Figure 1. Supply network (run 1).
Scale bar: 50 um. Pins as bars on the die edge.
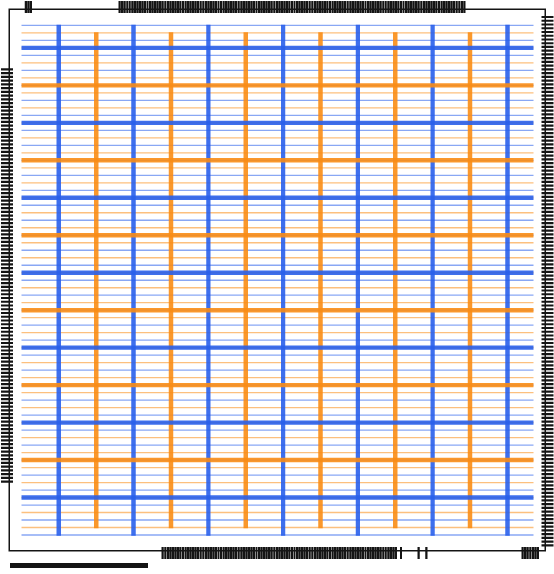
Figure 2. Placement by cell class (run 1).
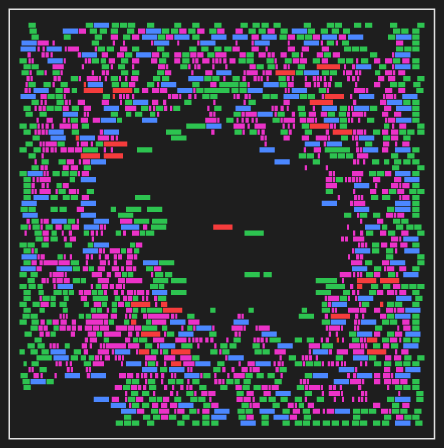
Figure 3. Clock distribution (run 1).
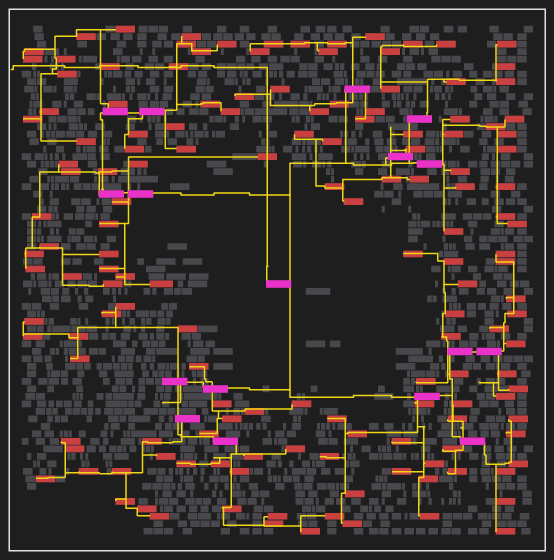
### src/rtl/execute_operand_stage_pkg.sv
// Shared control types for the ID/EX operand stage and its forwarding muxes.
package execute_operand_stage_pkg;

  // ALU operation encoding shared with the ALU.
  typedef enum logic [2:0] {
    OP_SUB = 3'b000,
    OP_AND = 3'b001,
    OP_OR  = 3'b011,
    OP_ADD = 3'b111
  } aluOperation_t;

  // Which bus supplied an operand.
  typedef enum logic [1:0] {
    FWD_NONE  = 2'd0,
    FWD_EXMEM = 2'd1,
    FWD_MEMWB = 2'd2
  } forwardSel_t;

endpackage

### src/rtl/execute_operand_stage_forward_select.sv
// Forwarding mux for one source operand: EX/MEM beats MEM/WB, x0 is never forwarded.
module execute_operand_stage_forward_select
  import execute_operand_stage_pkg::*;
#(
  parameter int unsigned DataWidth = 64,
  parameter int unsigned AddrWidth = 5
) (
  input  logic [AddrWidth-1:0] src_addr,
  input  logic [DataWidth-1:0] src_data,
  input  logic                 ex_mem_reg_write,
  input  logic [AddrWidth-1:0] ex_mem_rd,
  input  logic [DataWidth-1:0] ex_mem_result,
  input  logic                 mem_wb_reg_write,
  input  logic [AddrWidth-1:0] mem_wb_rd,
  input  logic [DataWidth-1:0] mem_wb_result,
  output forwardSel_t          sel,
  output logic [DataWidth-1:0] data
);

  // Priority select of the newest producer of src_addr.
  always_comb begin
    sel  = FWD_NONE;
    data = src_data;
    if (src_addr != '0) begin
      if (ex_mem_reg_write && (ex_mem_rd == src_addr)) begin
        sel  = FWD_EXMEM;
        data = ex_mem_result;
      end else if (mem_wb_reg_write && (mem_wb_rd == src_addr)) begin
        sel  = FWD_MEMWB;
        data = mem_wb_result;
      end
    end
  end

endmodule

### src/rtl/execute_operand_stage.sv
// ID/EX pipeline register feeding the ALU, with operand forwarding at capture and while held.
module execute_operand_stage
  import execute_operand_stage_pkg::*;
#(
  parameter int unsigned DATA_WIDTH_POW = 6,
  parameter int unsigned REG_ADDR_WIDTH = 5,
  localparam int unsigned DataWidth = 1 << DATA_WIDTH_POW
) (
  input  logic                      clk_in,
  input  logic                      reset_in,
  input  logic                      idValid_in,
  output logic                      idReady_out,
  input  logic [REG_ADDR_WIDTH-1:0] rs1Addr_in,
  input  logic [REG_ADDR_WIDTH-1:0] rs2Addr_in,
  input  logic [DataWidth-1:0]      rs1Data_in,
  input  logic [DataWidth-1:0]      rs2Data_in,
  input  logic [DataWidth-1:0]      imm_in,
  input  logic                      aluSrcImm_in,
  input  aluOperation_t             aluOp_in,
  input  logic [REG_ADDR_WIDTH-1:0] rdAddr_in,
  input  logic                      regWrite_in,
  input  logic                      exMemRegWrite_in,
  input  logic [REG_ADDR_WIDTH-1:0] exMemRd_in,
  input  logic [DataWidth-1:0]      exMemResult_in,
  input  logic                      memWbRegWrite_in,
  input  logic [REG_ADDR_WIDTH-1:0] memWbRd_in,
  input  logic [DataWidth-1:0]      memWbResult_in,
  input  logic                      flush_in,
  input  logic                      exReady_in,
  output logic                      exValid_out,
  output logic [DataWidth-1:0]      operand1_out,
  output logic [DataWidth-1:0]      operand2_out,
  output aluOperation_t             aluOp_out,
  output logic [REG_ADDR_WIDTH-1:0] rdAddr_out,
  output logic                      regWrite_out
);

  logic                      valid_q, valid_d;
  logic                      reg_write_q, reg_write_d;
  logic                      imm_q, imm_d;
  logic [DataWidth-1:0]      op1_q, op1_d, op2_q, op2_d;
  aluOperation_t             alu_op_q, alu_op_d;
  logic [REG_ADDR_WIDTH-1:0] rd_q, rd_d, rs1_q, rs1_d, rs2_q, rs2_d;

  logic accept, capture, snoop;
  logic [REG_ADDR_WIDTH-1:0] fwd1_addr, fwd2_addr;
  logic [DataWidth-1:0]      fwd1_in, fwd2_in, fwd1_data, fwd2_data;
  forwardSel_t               fwd1_sel, fwd2_sel;

  assign idReady_out = ~valid_q | exReady_in;
  assign accept      = idValid_in & idReady_out;
  assign capture     = accept & ~flush_in;
  // Snoop only when stalled; idReady is low then, so it never overlaps a capture.
  assign snoop       = valid_q & ~exReady_in & ~flush_in;

  // The same muxes serve capture (decode inputs) and snoop (stored index and operand).
  assign fwd1_addr = snoop ? rs1_q : rs1Addr_in;
  assign fwd2_addr = snoop ? rs2_q : rs2Addr_in;
  assign fwd1_in   = snoop ? op1_q : rs1Data_in;
  assign fwd2_in   = snoop ? op2_q : rs2Data_in;

  execute_operand_stage_forward_select #(
    .DataWidth(DataWidth),
    .AddrWidth(REG_ADDR_WIDTH)
  ) u_fwd_rs1 (
    .src_addr        (fwd1_addr),
    .src_data        (fwd1_in),
    .ex_mem_reg_write(exMemRegWrite_in),
    .ex_mem_rd       (exMemRd_in),
    .ex_mem_result   (exMemResult_in),
    .mem_wb_reg_write(memWbRegWrite_in),
    .mem_wb_rd       (memWbRd_in),
    .mem_wb_result   (memWbResult_in),
    .sel             (fwd1_sel),
    .data            (fwd1_data)
  );

  execute_operand_stage_forward_select #(
    .DataWidth(DataWidth),
    .AddrWidth(REG_ADDR_WIDTH)
  ) u_fwd_rs2 (
    .src_addr        (fwd2_addr),
    .src_data        (fwd2_in),
    .ex_mem_reg_write(exMemRegWrite_in),
    .ex_mem_rd       (exMemRd_in),
    .ex_mem_result   (exMemResult_in),
    .mem_wb_reg_write(memWbRegWrite_in),
    .mem_wb_rd       (memWbRd_in),
    .mem_wb_result   (memWbResult_in),
    .sel             (fwd2_sel),
    .data            (fwd2_data)
  );

  // Next-state: flush > capture > snoop > consume > hold.
  always_comb begin
    valid_d     = valid_q;
    reg_write_d = reg_write_q;
    imm_d       = imm_q;
    op1_d       = op1_q;
    op2_d       = op2_q;
    alu_op_d    = alu_op_q;
    rd_d        = rd_q;
    rs1_d       = rs1_q;
    rs2_d       = rs2_q;
    if (flush_in) begin
      valid_d     = 1'b0;
      reg_write_d = 1'b0;
    end else if (capture) begin
      valid_d     = 1'b1;
      reg_write_d = regWrite_in;
      imm_d       = aluSrcImm_in;
      op1_d       = fwd1_data;
      op2_d       = aluSrcImm_in ? imm_in : fwd2_data;
      alu_op_d    = aluOp_in;
      rd_d        = rdAddr_in;
      rs1_d       = rs1Addr_in;
      rs2_d       = rs2Addr_in;
    end else if (snoop) begin
      if (fwd1_sel != FWD_NONE) op1_d = fwd1_data;
      if (!imm_q && (fwd2_sel != FWD_NONE)) op2_d = fwd2_data;
    end else if (valid_q && exReady_in) begin
      valid_d     = 1'b0;
      reg_write_d = 1'b0;
    end
  end

  // State register with synchronous reset.
  always_ff @(posedge clk_in) begin
    if (reset_in) begin
      valid_q     <= 1'b0;
      reg_write_q <= 1'b0;
      imm_q       <= 1'b0;
      op1_q       <= '0;
      op2_q       <= '0;
      alu_op_q    <= OP_ADD;
      rd_q        <= '0;
      rs1_q       <= '0;
      rs2_q       <= '0;
    end else begin
      valid_q     <= valid_d;
      reg_write_q <= reg_write_d;
      imm_q       <= imm_d;
      op1_q       <= op1_d;
      op2_q       <= op2_d;
      alu_op_q    <= alu_op_d;
      rd_q        <= rd_d;
      rs1_q       <= rs1_d;
      rs2_q       <= rs2_d;
    end
  end

  assign exValid_out  = valid_q;
  assign operand1_out = op1_q;
  assign operand2_out = op2_q;
  assign aluOp_out    = alu_op_q;
  assign rdAddr_out   = rd_q;
  assign regWrite_out = reg_write_q & valid_q;

endmodule

### config.mk
export PLATFORM = sky130hd
export DESIGN_NAME = execute_operand_stage
export DESIGN_NICKNAME = d
export VERILOG_FILES = /design/src/rtl/execute_operand_stage_pkg.sv /design/src/rtl/execute_operand_stage_forward_select.sv /design/src/rtl/execute_operand_stage.sv
export SDC_FILE = /design/constraint.sdc
export NUM_CORES = 1
export LEC_CHECK = 0
export CORE_AREA = 4 4 190 192
export DETAILED_ROUTE_END_ITERATION = 10
export DIE_AREA = 0 0 194 196
export REMOVE_ABC_BUFFERS = 1
export SETUP_SLACK_MARGIN = 0.02
export SYNTH_ARGS = -nofsm -noshare
export SYNTH_HDL_FRONTEND = slang
export SYNTH_SLANG_ARGS = --single-unit
export TNS_END_PERCENT = 20
### constraint.sdc
create_clock -name clk_in -period 3 [get_ports clk_in]
set_input_delay 0.6 -clock clk_in [delete_from_list [all_inputs] [get_ports clk_in]]
set_output_delay 0.6 -clock clk_in [all_outputs]
set_load 0.005 [all_outputs]
==> out/metrics.cfg, run 1 <==
[worst_setup_path]
critical_path_cell_count = 11
worstSetupPathType = primary input to flop
r2r_end = operand2_out[21]
slowest_stage = clkdlybuf4s50_1
crit_path_start_kind = primary input

[layout]
buffers = 614
dominant_cells = buffers
fin_area_sq_um = 16200
fillers = 3351
inv_count = 8
antenna_cells = 3
clockBufferCount = 23
final_cell_mix = 492 x clkdlybuf4s50_1, 236 x nand2_1, 148 x dfxtp_1
multi_input_comb_cells = 862
area_delta_synth_final_pct = 79.7
layout.nonclk_buf_share_pct = 38.9

[global_routing]
antenna_found_initial = 5
gr-usage-met2_pct = 39.0
grt_pass1_wl_um = 67300
global_route.usage.met1_pct = 27.4
gr-total-overflow = 0
grt_pass1_vias = 11079
grt_usage_pct = 22.4
grt.busiest_layer = met2
grt_start_max_net_pins = 80

[detailed_routing]
drtIter0Drc = 629
m1WireLength_um = 19100
route.detailed.drc = 0
top_layer_used = met5
wl_um = 45600
firstDrtPassIters = 6

[placement]
gp_congestion = 0.849
pre_cts_slack_ps = -637
post_dp_cell_area_sq_um = 15100
placed_cells = 2069

[power_and_ir_drop]
totalPowerFinal_mw = 6.15
p_leak_nw = 5.76

[synth]
top_cell_area_share_pct = 33.1
postSynthSeqShare_pct = 33.1
synthDistinctLibCells = 50
ys.flops = 149
yosys_area_sq_um = 9020
largest_area_cell = dfxtp_1
synthArstFlopShare_pct = 0

[timing]
finalSetupViolations = 0
worstMarginPinSlew_ps = 555
maxSlewHeadroom_pct = 63.0
fin_crit_sh_pct = 96.9
rsz0062_at_grt = true
finalHoldViolations = 0
max_freq_mhz = 344

[floorplanning]
n_tap_cell = 455
die-area_sq_um = 38000
die_x_um = 194

[cts]
htree_levels = 4
cts_sinks = 149
cts_hold_buf = 0
clkLatencyLatePin_ps = 440

[run_status]
status = finished clean

Notes on Figure 1 above:
[VDD] orange
[VSS] blue
signal pins: 496
met1 rails: 69
met5 straps: 13

Notes on Figure 2 above:
[remaining logic cells] magenta | cells: 870 | share of their area: 37%
[remaining buffers and delay cells] green | cells: 614 | share of their area: 40%
[clock drivers and dummy loads] red | cells: 31 | share of their area: 3.8%
[registers] blue | cells: 149 | share of their area: 19%
fin util: 47.2%
core area: 34400 sq um
num rows: 68

Notes on Figure 3 above:
[clock-net drivers] magenta | count: 17
[clock wires] yellow | length: 2590 um
[flip-flops] red | count: 149
routed clock nets: 18
flops lie: spread over the die
Setup Skew: 11.5 ps
Clock Power Share: 37.3%

-- run 1: cells in the mapped netlist (all sizes together) (4+ instances only) --
library cell	number
xor2	5
a311oi	64
nand2	238
mux2i	73
inv	8
nand3b	4
xnor2	5
a221o	64
o22a	65
buf	40
a21oi	85
dfxtp	149
clkbuf	64
nor3	5
o21ai	67
nor2	131
a221oi	4
nand2b	12
-- run 1: what timing repair did --
action / CTS / global route
pin swaps: 5 / 37
setup buffers: 4 / 6
resized: 17 / 54
gates cloned: 5 / 4
setup endpoints to repair: 128 / 128
-- run 1: power by group --
group,internal [mW],switching [mW]
registers,2.11,0.0929
clock network,1.37,0.921
logic,0.998,0.664
-- run 1: cells by family after synthesis --
family	synth area share [%]
simple gates	19.0
flops	33.1
buf+inv	5.60
compound gates	33.3
xor+xnor	0.970
mux	8.10
==> run 1 -> run 2 <==
--- a/config.mk
+++ b/config.mk
@@ -8,6 +8,7 @@
 export CORE_AREA = 4 4 190 192
 export DETAILED_ROUTE_END_ITERATION = 10
 export DIE_AREA = 0 0 194 196
+export HOLD_SLACK_MARGIN = 0.05
 export REMOVE_ABC_BUFFERS = 1
 export SETUP_SLACK_MARGIN = 0.02
 export SYNTH_ARGS = -nofsm -noshare
Figure 4. Routing congestion map (run 2).
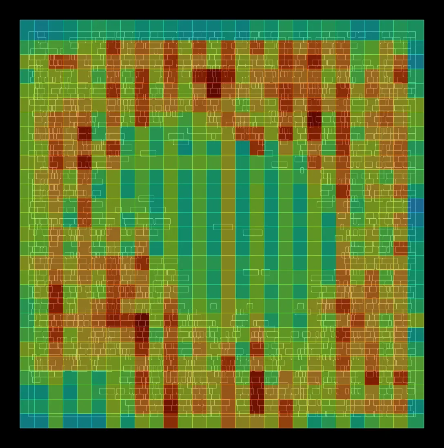
gr busiest metal: met2
met3 usage in global routing: 6.15%
met1 usage: 27.4%
DR WL/cell: 21.5 um

==> out/metrics.cfg, run 2 <==
[run_status]
status = finished clean

[timing]
worstMarginPinSlew_ps = 555  ; unchanged
rsz0062_at_grt = true
finClkSkew_ps = 11.5  ; unchanged
max_freq_mhz = 344  ; unchanged
maxSlewHeadroom_pct = 63.0  ; unchanged
finalHoldViolations = 0  ; unchanged
finalSetupViolations = 0  ; unchanged

[layout]
dominant_cells = buffers
layout.nonclk_buf_share_pct = 38.9  ; unchanged
final_cell_mix = 492 x clkdlybuf4s50_1, 236 x nand2_1, 148 x dfxtp_1
fillers = 3351  ; unchanged
fin_area_sq_um = 16200  ; unchanged
fin_util_pct = 47.2  ; unchanged
antenna_cells = 3  ; unchanged
multi_input_comb_cells = 862  ; unchanged

[cts]
cts_sinks = 149  ; unchanged

[global_routing]
grt_usage_pct = 22.4  ; unchanged
grt_pass1_vias = 11079  ; unchanged
grt_pass1_wl_um = 67300  ; unchanged
gr-total-overflow = 0  ; unchanged
gr-usage-met2_pct = 39.0  ; unchanged

[synth]
largest_area_cell = dfxtp_1
simple_gate_share_pct = 19.0  ; unchanged
common_cells = 238 x nand2_1, 149 x dfxtp_1, 131 x nor2_1
synth.cellmix.adderShare_pct = 0  ; unchanged
top_cell_area_share_pct = 33.1  ; unchanged
yosysMostFrequentCell = nand2_1
ys.flops = 149  ; unchanged
yosys.area_share.xor_xnor_pct = 0.970  ; unchanged
synthDistinctLibCells = 50  ; unchanged

[worst_setup_path]
r2r_end = operand2_out[21]
slowest_stage = clkdlybuf4s50_1
crit_path_start_kind = primary input
worstSetupPathType = primary input to flop

[detailed_routing]
route.detailed.drc = 0  ; unchanged
m1WireLength_um = 19100  ; unchanged
wl_um = 45600  ; unchanged
firstDrtPassIters = 6  ; unchanged
top_layer_used = met5

[power_and_ir_drop]
totalPowerFinal_mw = 6.15  ; unchanged
p_leak_nw = 5.76  ; unchanged

[floorplanning]
die-area_sq_um = 38000  ; unchanged
coreArea_sq_um = 34400  ; unchanged
n_tap_cell = 455  ; unchanged
fp-row-count = 68  ; unchanged

[placement]
pre_cts_slack_ps = -637  ; unchanged
gp_congestion = 0.849  ; unchanged
post_dp_cell_area_sq_um = 15100  ; unchanged

Figure 5. Clock distribution (run 2).
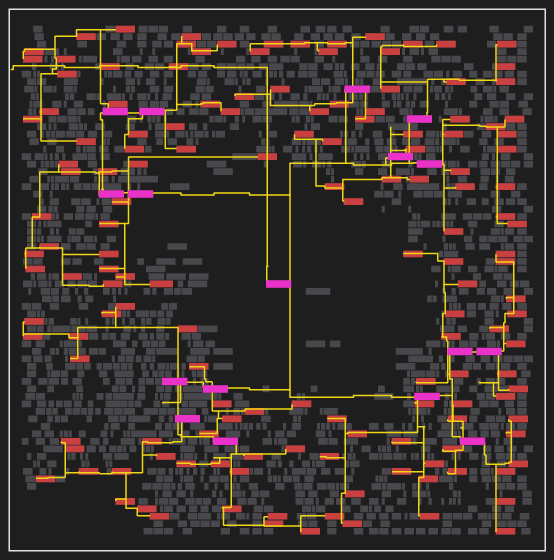
[flip-flops] red | count: 149
[clock-net drivers] magenta | count: 17
[clock wires] yellow | length: 2590 um
flops lie: spread over the die
routed clock nets: 18
power in the clock group: 2.29 mW
clk_lat worst skew: 440 ps

run 2: cell counts after synthesis:
No cell type changed its count.
run 2: worst reg2reg max path: cells and delay by family, from the launching register on:
| kind | cells | cell delay, ps |
|---|---|---|
| simple gates | 3 | 910 |
| buf+inv | 4 | 680 |
| compound gates | 3 | 490 |
| flops | 1 | 390 |
| mux | 1 | 210 |
| xor+xnor | 1 | 130 |
run 2: power by group:
part           internal, mW  leakage, nW  switching (mW)
Clock                  1.37        0.289           0.921
Sequential             2.11         1.22          0.0929
Combinational         0.998         4.25           0.664
Total                  4.47         5.76            1.68
run 2: timing repair:
item / 4_1_cts / 5_1_grt
pin swaps: 5 / 37
buffers inserted: 4 / 6
setup endpoints to repair: 128 / 128
resized: 17 / 54
gates cloned: 5 / 4
Figure 6. Wiring by layer (run 2).
Scale bar: 50 um.
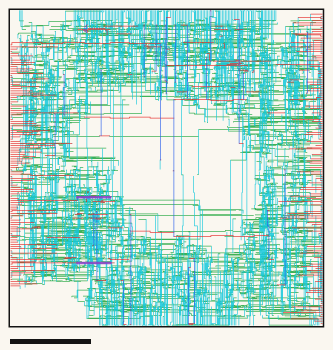

==> run 2 -> run 3 <==
--- a/config.mk
+++ b/config.mk
@@ -11,6 +11,7 @@
 export HOLD_SLACK_MARGIN = 0.05
 export REMOVE_ABC_BUFFERS = 1
 export SETUP_SLACK_MARGIN = 0.02
+export SKIP_LAST_GASP = 1
 export SYNTH_ARGS = -nofsm -noshare
 export SYNTH_HDL_FRONTEND = slang
 export SYNTH_SLANG_ARGS = --single-unit
Figure 7. Wiring by layer (run 3).
Scale bar: 50 um.
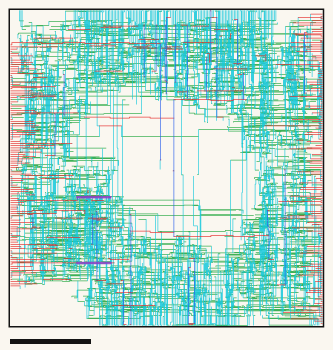
[M1] green | wire length: 19000 um
[M5] purple | wire length: 40.5 um
[M4] blue | wire length: 975 um
[M3] red | wire length: 3200 um
[M2] cyan | wire length: 22.4 mm
DR WL/cell: 21.5 um
final wirelength: 45600 um
DR vias: 10915

==> out/metrics.cfg, run 3 <==
[floorplanning]
coreArea_sq_um = 34400  ; unchanged
die-area_sq_um = 38000  ; unchanged
fp-row-count = 68  ; unchanged
n_tap_cell = 455  ; unchanged

[placement]
pre_cts_slack_ps = -637  ; unchanged
gp_congestion = 0.849  ; unchanged

[run_status]
status = finished clean

[synth]
ys.flops = 149  ; unchanged
synth.cellmix.adderShare_pct = 0  ; unchanged
synthDistinctLibCells = 50  ; unchanged
top_cell_area_share_pct = 33.1  ; unchanged

[layout]
final_cell_mix = 492 x clkdlybuf4s50_1, 236 x nand2_1, 148 x dfxtp_1
antenna_cells = 2  ; -1
multi_input_comb_cells = 862  ; unchanged
fin_area_sq_um = 16200  ; -0.11%
fillers = 3352  ; +0.030%
layout.nonclk_buf_share_pct = 38.9  ; about the same

[global_routing]
grt_use_met3_pct = 6.15  ; unchanged
gr-total-overflow = 0  ; unchanged
grt_pass1_wl_um = 67300  ; unchanged
grt.busiest_layer = met2
grt_pass1_vias = 11079  ; unchanged

[worst_setup_path]
worstSetupPathType = primary input to flop
r2r_end = operand2_out[27]
slowest_stage = clkdlybuf4s50_1

[detailed_routing]
route.detailed.drc = 0  ; unchanged
firstDrtPassIters = 5  ; -1
m1WireLength_um = 19000  ; -0.71%

[timing]
max_freq_mhz = 344  ; -0.15%
worstMarginPinSlew_ps = 552  ; -3.24 ps
finalSetupViolations = 0  ; unchanged
rsz0062_at_grt = true
maxSlewHeadroom_pct = 63.2  ; +0.22 points

[cts]
cts_sinks = 149  ; unchanged

[power_and_ir_drop]
p_leak_nw = 5.76  ; about the same

Figure 8. Routing congestion map (run 3).
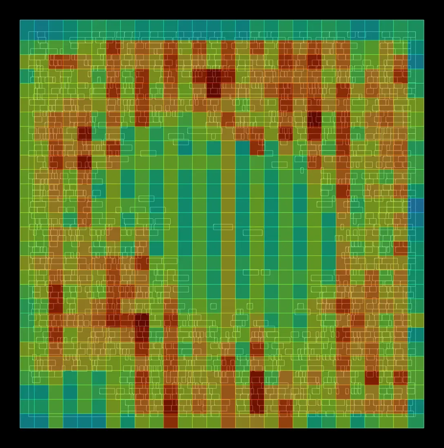
grt met2 use: 39.0%
fin util: 47.1%
Tot GR Track Use: 22.4%

[run 3: cells by family after synthesis]
| group | count (synthesis) |
|---|---|
| and+or+nand+nor | 414 |
| AOI/OAI and AO/OA | 364 |
| DFF | 149 |
| buffers and inverters | 112 |
| muxes | 73 |
| xor gates and xnor gates | 10 |
[run 3: timing repair]
item | in CTS | in global routing
hold buffers | 0 | 0
pin swaps | 5 | 17
resized | 17 | 46
buffers inserted | 4 | 6
cloned | 5 | 4
setup endpoints to repair | 128 | 128
[run 3: report_power, final]
| part | switching, mW | internal [mW] |
|---|---|---|
| registers | 0.0931 | 2.11 |
| clock network | 0.922 | 1.37 |
| logic | 0.662 | 0.995 |
Power and IR drop assume default switching activity.
